==> config.mk <==
export PLATFORM = sky130hd
export DESIGN_NAME = fp32_to_int32
export DESIGN_NICKNAME = d
export VERILOG_FILES = /design/src/rtl/fp32_to_int32.sv
export SDC_FILE = /design/constraint.sdc
export NUM_CORES = 1
export LEC_CHECK = 0
export ABC_AREA = 1
export CORE_UTILIZATION = 30
export CTS_BUF_LIST = sky130_fd_sc_hd__clkbuf_16
export DETAILED_ROUTE_END_ITERATION = 12
export PLACE_DENSITY = 0.49
export SLEW_MARGIN = 0
export SYNTH_ARGS = -nofsm -noshare
export SYNTH_HDL_FRONTEND = slang
export SYNTH_SLANG_ARGS = --single-unit
==> constraint.sdc <==
create_clock -name clk -period 3.6 [get_ports clk]
set_input_delay 0.72 -clock clk [delete_from_list [all_inputs] [get_ports clk]]
set_output_delay 0.72 -clock clk [all_outputs]
set_load 0.05 [all_outputs]
==> src/rtl/fp32_to_int32.sv <==
// Two-stage pipelined IEEE-754 binary32 to signed int32 converter with valid/ready on both sides.
// Define F2I_ROUND_EN for round-to-nearest-even; otherwise the result truncates toward zero.
module fp32_to_int32 (
  input  logic        clk,
  input  logic        rst,
  input  logic        in_valid,
  output logic        in_ready,
  input  logic [31:0] in_data,
  output logic        out_valid,
  input  logic        out_ready,
  output logic [31:0] out_data,
  output logic        out_invalid,
  output logic        out_inexact
);

  localparam logic [7:0]  ExpIntMax = 8'd158;
  localparam logic [7:0]  ExpTiny   = 8'd95;
  localparam logic [31:0] MinIntBits = 32'hCF00_0000;
  localparam logic [31:0] PosSat    = 32'h7FFF_FFFF;
  localparam logic [31:0] NegSat    = 32'h8000_0000;

  // Handshake
  logic s1_valid;
  logic s2_load;
  logic in_fire;

  assign s2_load  = !out_valid || out_ready;
  assign in_ready = !s1_valid || s2_load;
  assign in_fire  = in_valid && in_ready;

  // Stage 1: unpack and classify
  logic [7:0]  in_exp;
  logic [22:0] in_frac;
  logic [5:0]  sh_d;
  logic        zero_d;
  logic        nan_d;
  logic        inf_d;
  logic        ovf_d;

  assign in_exp  = in_data[30:23];
  assign in_frac = in_data[22:0];

  always_comb begin
    sh_d = 6'd0;
    if (in_exp >= ExpIntMax) begin
      sh_d = 6'd0;
    end else if (in_exp < ExpTiny) begin
      sh_d = 6'd63;
    end else begin
      sh_d = 6'(ExpIntMax - in_exp);
    end
  end

  always_comb begin
    zero_d = (in_exp == 8'd0);
    nan_d  = (in_exp == 8'hFF) && (in_frac != 23'd0);
    inf_d  = (in_exp == 8'hFF) && (in_frac == 23'd0);
    // Exactly -2^31 is the one representable operand at the top exponent.
    ovf_d  = (in_exp >= ExpIntMax) && (in_exp != 8'hFF) && (in_data != MinIntBits);
  end

  logic        s1_sign;
  logic [31:0] s1_mant;
  logic [5:0]  s1_sh;
  logic        s1_zero;
  logic        s1_nan;
  logic        s1_inf;
  logic        s1_ovf;
  logic        s1_frac_nz;

  always_ff @(posedge clk or posedge rst) begin
    if (rst) begin
      s1_valid   <= 1'b0;
      s1_sign    <= 1'b0;
      s1_mant    <= 32'd0;
      s1_sh      <= 6'd0;
      s1_zero    <= 1'b0;
      s1_nan     <= 1'b0;
      s1_inf     <= 1'b0;
      s1_ovf     <= 1'b0;
      s1_frac_nz <= 1'b0;
    end else begin
      if (in_fire) begin
        s1_valid   <= 1'b1;
        s1_sign    <= in_data[31];
        s1_mant    <= {1'b1, in_frac, 8'd0};
        s1_sh      <= sh_d;
        s1_zero    <= zero_d;
        s1_nan     <= nan_d;
        s1_inf     <= inf_d;
        s1_ovf     <= ovf_d;
        s1_frac_nz <= (in_frac != 23'd0);
      end else if (s2_load) begin
        s1_valid <= 1'b0;
      end
    end
  end

  // Stage 2: de-normalize, round, negate, saturate
  logic [63:0] shifted;
  logic [31:0] int_part;
  logic        guard;
  logic        sticky;
  logic        inc;
  logic [32:0] mag;
  logic        sat;
  logic [31:0] signed_val;
  logic [31:0] res_d;
  logic        invalid_d;
  logic        inexact_d;

  assign shifted = {s1_mant, 32'd0} >> s1_sh;

  always_comb begin
    int_part = shifted[63:32];
    guard    = shifted[31];
    sticky   = |shifted[30:0];
    if (s1_zero) begin
      int_part = 32'd0;
      guard    = 1'b0;
      sticky   = s1_frac_nz;
    end
  end

`ifdef F2I_ROUND_EN
  assign inc = guard && (sticky || int_part[0]);
`else
  assign inc = 1'b0;
`endif

  always_comb begin
    mag        = {1'b0, int_part} + {32'd0, inc};
    sat        = s1_sign ? (mag > {1'b0, NegSat}) : (mag > {1'b0, PosSat});
    signed_val = s1_sign ? (32'd0 - mag[31:0]) : mag[31:0];
  end

  always_comb begin
    res_d     = signed_val;
    invalid_d = 1'b0;
    if (s1_nan) begin
      res_d     = PosSat;
      invalid_d = 1'b1;
    end else if (s1_inf || s1_ovf || sat) begin
      res_d     = s1_sign ? NegSat : PosSat;
      invalid_d = 1'b1;
    end
    inexact_d = (guard || sticky) && !invalid_d;
  end

  always_ff @(posedge clk or posedge rst) begin
    if (rst) begin
      out_valid   <= 1'b0;
      out_data    <= 32'd0;
      out_invalid <= 1'b0;
      out_inexact <= 1'b0;
    end else if (s2_load) begin
      out_valid <= s1_valid;
      if (s1_valid) begin
        out_data    <= res_d;
        out_invalid <= invalid_d;
        out_inexact <= inexact_d;
      end
    end
  end

endmodule

Signal wires by layer:
Drawn at 2 px/um. Two of the layers only.
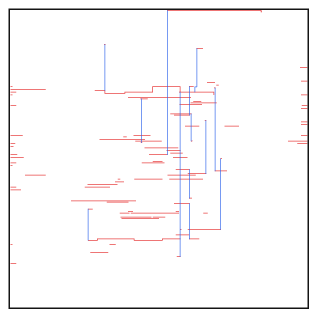
legend:
  met4:
    color: blue
    wire_length: 401 um
  met3:
    color: red
    wire_length: 745 um

Wires at chosen ports, followed through buffers:
Drawn at 3 px/um.
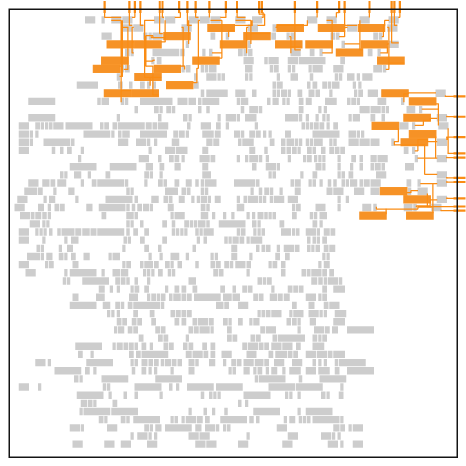
legend:
  `out_data`:
    color: orange
    direction: output
    edge: 22 top, 10 right
    end_cells: 32
    buffers: 32
    wire: 676 um
Ports: 72
port bufs: 71

==> qor.txt <==
status - finished clean
Max clock buf depth - 2
Rows - 53
via count - 6573
Core ar. - 21100 um^2
met1 Resource Use GR - 0.258
Netlist cell types - 40
die width - 149 um
Initial DRT Pass Iterations - 5
Power Density - 709 nW/um^2
logic share of the area - 0.534
Yosys Instances - 967
Post-CTS Setup Repair Bufs - 0
comb_multi_in - 778
# DRC - 0
Met2 Routed Length - 8.99 mm
Cell Chain, Critical Path - buf_4 -> nand2_1 -> nand3_1 -> nand3_1 -> nand3_1 -> nand3_1 -> nand2_1 -> nand2_2 -> ha_1 -> nand2_1 -> nor2_4 -> nand2_2 -> nor2_1 -> nand3_1 -> nand3b_1 -> nand3_2 -> a21oi_1
hold path start - s1_ovf
warnings from Yosys - 0
first-pass GRT wire length - 32.6 mm
Routed WL - 19.7 mm
Most used DFF post-synth - dfrtp_1
Max-slew headroom - 0.535
most common cell in the synthesized netlist - nand2_1
DIE AREA - 22100 um^2
area leader, netlist - dfrtp_1
Cells after Synth - 967
Pleak - 3.64 nW
ys async rst share - 1.00
Max-cap violations - 0
nets - 1057
CTS root buf - clkbuf_16
share of post-route cells with drive strength above 1 - 0.167
filler instances - 2303
ClkCell Share - 0.0394
Post-synth seq share - 0.279
clk slew on worst S/H paths - 0.06 ns
met3 usage - 0.0263
nonclk buf count - 89
Final HPWL DP - 15.4 mm
Crit Path Max Fanout - 24
Slew @ Worst Pin - 0.697 ns
Met3 Wirelength - 744 um
CTS sink cnt - 72
number of non-clock inverters in the layout - 67
post-route ant nets - 0
Area-dominant class - combinational gates
Yosys top cell area share - 0.279
initial antenna violation count - 0
EDFF count, synth - 0
met2 global-route usage - 0.299
DRT iter0 DRCs - 452
post-route setup TNS - 0 ns
fin. max-slew vios - 0
Tightest Hold Check Type - reg -> reg
TritonCTS Buffers - 9
Post-CTS Hold Fix Bufs - 0
Nets at Floorplan - 1007
setup violators final - 0
Final Hold Vio Count - 0
most numerous logic cell after layout - nand2_1
fmax - 0.328 GHz
chip area estimate from yosys synthesis - 6460 um^2
FF+latch area - 1800 um^2
Area growth syn-to-layout - 18.8%
Cell area leaders - dfrtp_1 (28%), nand2_1 (17%), nand3_1 (12%), nand3_2 (9.4%), nor2_1 (4.1%)
worst setup path start - s1_sh[0]
RePlAce Congestion - 0.910
Top cells excl fill/tap - nand2_1 (287), nand3_1 (161), dfrtp_1 (72)
vias per cell - 5.07
CTS resizes - 0
CP required - 3.89 ns
Final Skew - 0.00835 ns
CP max stage delay - 0.42 ns
NonClk Buf Share - 0.113
H-tree Lvls - 3
Logic area - 4100 um^2
most used cell, CP - nand3_1
r2r startpoint - s1_sh[0]
CP Class - reg -> reg
CTS tree - yes
CP Data Arrival Time - 3.34 ns
met1 wire length - 9.55 mm
RSZ-0062 raised after global routing - no
Late-Pin Clk Latency - 0.36 ns
busiest layer in global routing - met2
Post-Synthesis Cell Area - 6460 um^2
largest net degree at the start of global routing - 45
Min Clock Period, post-route - 3.05 ns
highest metal used - met4
Cell outlines without signal wires:
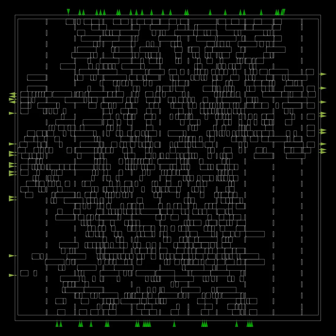
Tap Cells: 275
Final Util: 0.364
Layout Cells excl Fill: 1297
flop share of the area: 0.235
Flop Count: 72

-- kinds of logic after synthesis --
| kind of cell | share of synthesized area |
|---|---|
| simple gates | 0.540 |
| buf+inv | 0.0881 |
| compound gates | 0.0842 |
| flops | 0.279 |
| fa+ha+maj | 0.00774 |
| xor+xnor | 0.00135 |
-- metrics by stage --
step                      setup slack [ns]  cell area (um^2)  hold WS (ns)   util  total power, mW
after global routing                 0.222              7680         0.538  0.364             5.85
after CTS                            0.568              7680         0.492  0.364             5.48
after floorplan                       1.06              6460         0.451      -             3.62
final                                0.554              7680         0.489  0.364             5.45
after global placement               0.619              7380         0.480  0.350             4.51
after detailed placement             0.568              7380         0.473  0.350             4.51
-- power breakdown --
group	internal (mW)	total, mW	switching [mW]	leakage (nW)
Combinational	1.04	3.29	2.25	2.64
Sequential	1.04	1.21	0.167	0.844
Clock	0.545	0.950	0.405	0.152
-- final timing paths --
kind | end | slack (ns) | cells after the start
max | out_data[28] | 0.55 | 17
min | s1_ovf | 0.49 | 2
max reg2reg | out_data[28] | 0.55 | 17
min reg2reg | s1_ovf | 0.49 | 2
max in group asynchronous | s1_mant[25] | 2.13 | 3
min in group asynchronous | out_data[1] | 0.78 | 2
-- flip-flops by register name, indices dropped and copies added (netlist names) --
| register | cells |
|---|---|
| out_inexact | 1 |
| s1_valid | 1 |
| s1_sign | 1 |
| s1_mant | 24 |
| s1_inf | 1 |
| s1_sh | 6 |
| s1_zero | 1 |
| out_valid | 1 |
| s1_nan | 1 |
| out_data | 32 |
| s1_ovf | 1 |
| s1_frac_nz | 1 |
| out_invalid | 1 |
-- critical path, delay by kind of cell, from the launching register on --
kind	cells	cell delay, ns
simple gates	14	1.98
flops	1	0.42
buf+inv	1	0.23
fa+ha+maj	1	0.20
compound gates	1	0.12
Power figures rest on the tool's default switching activity, not on a simulated workload.
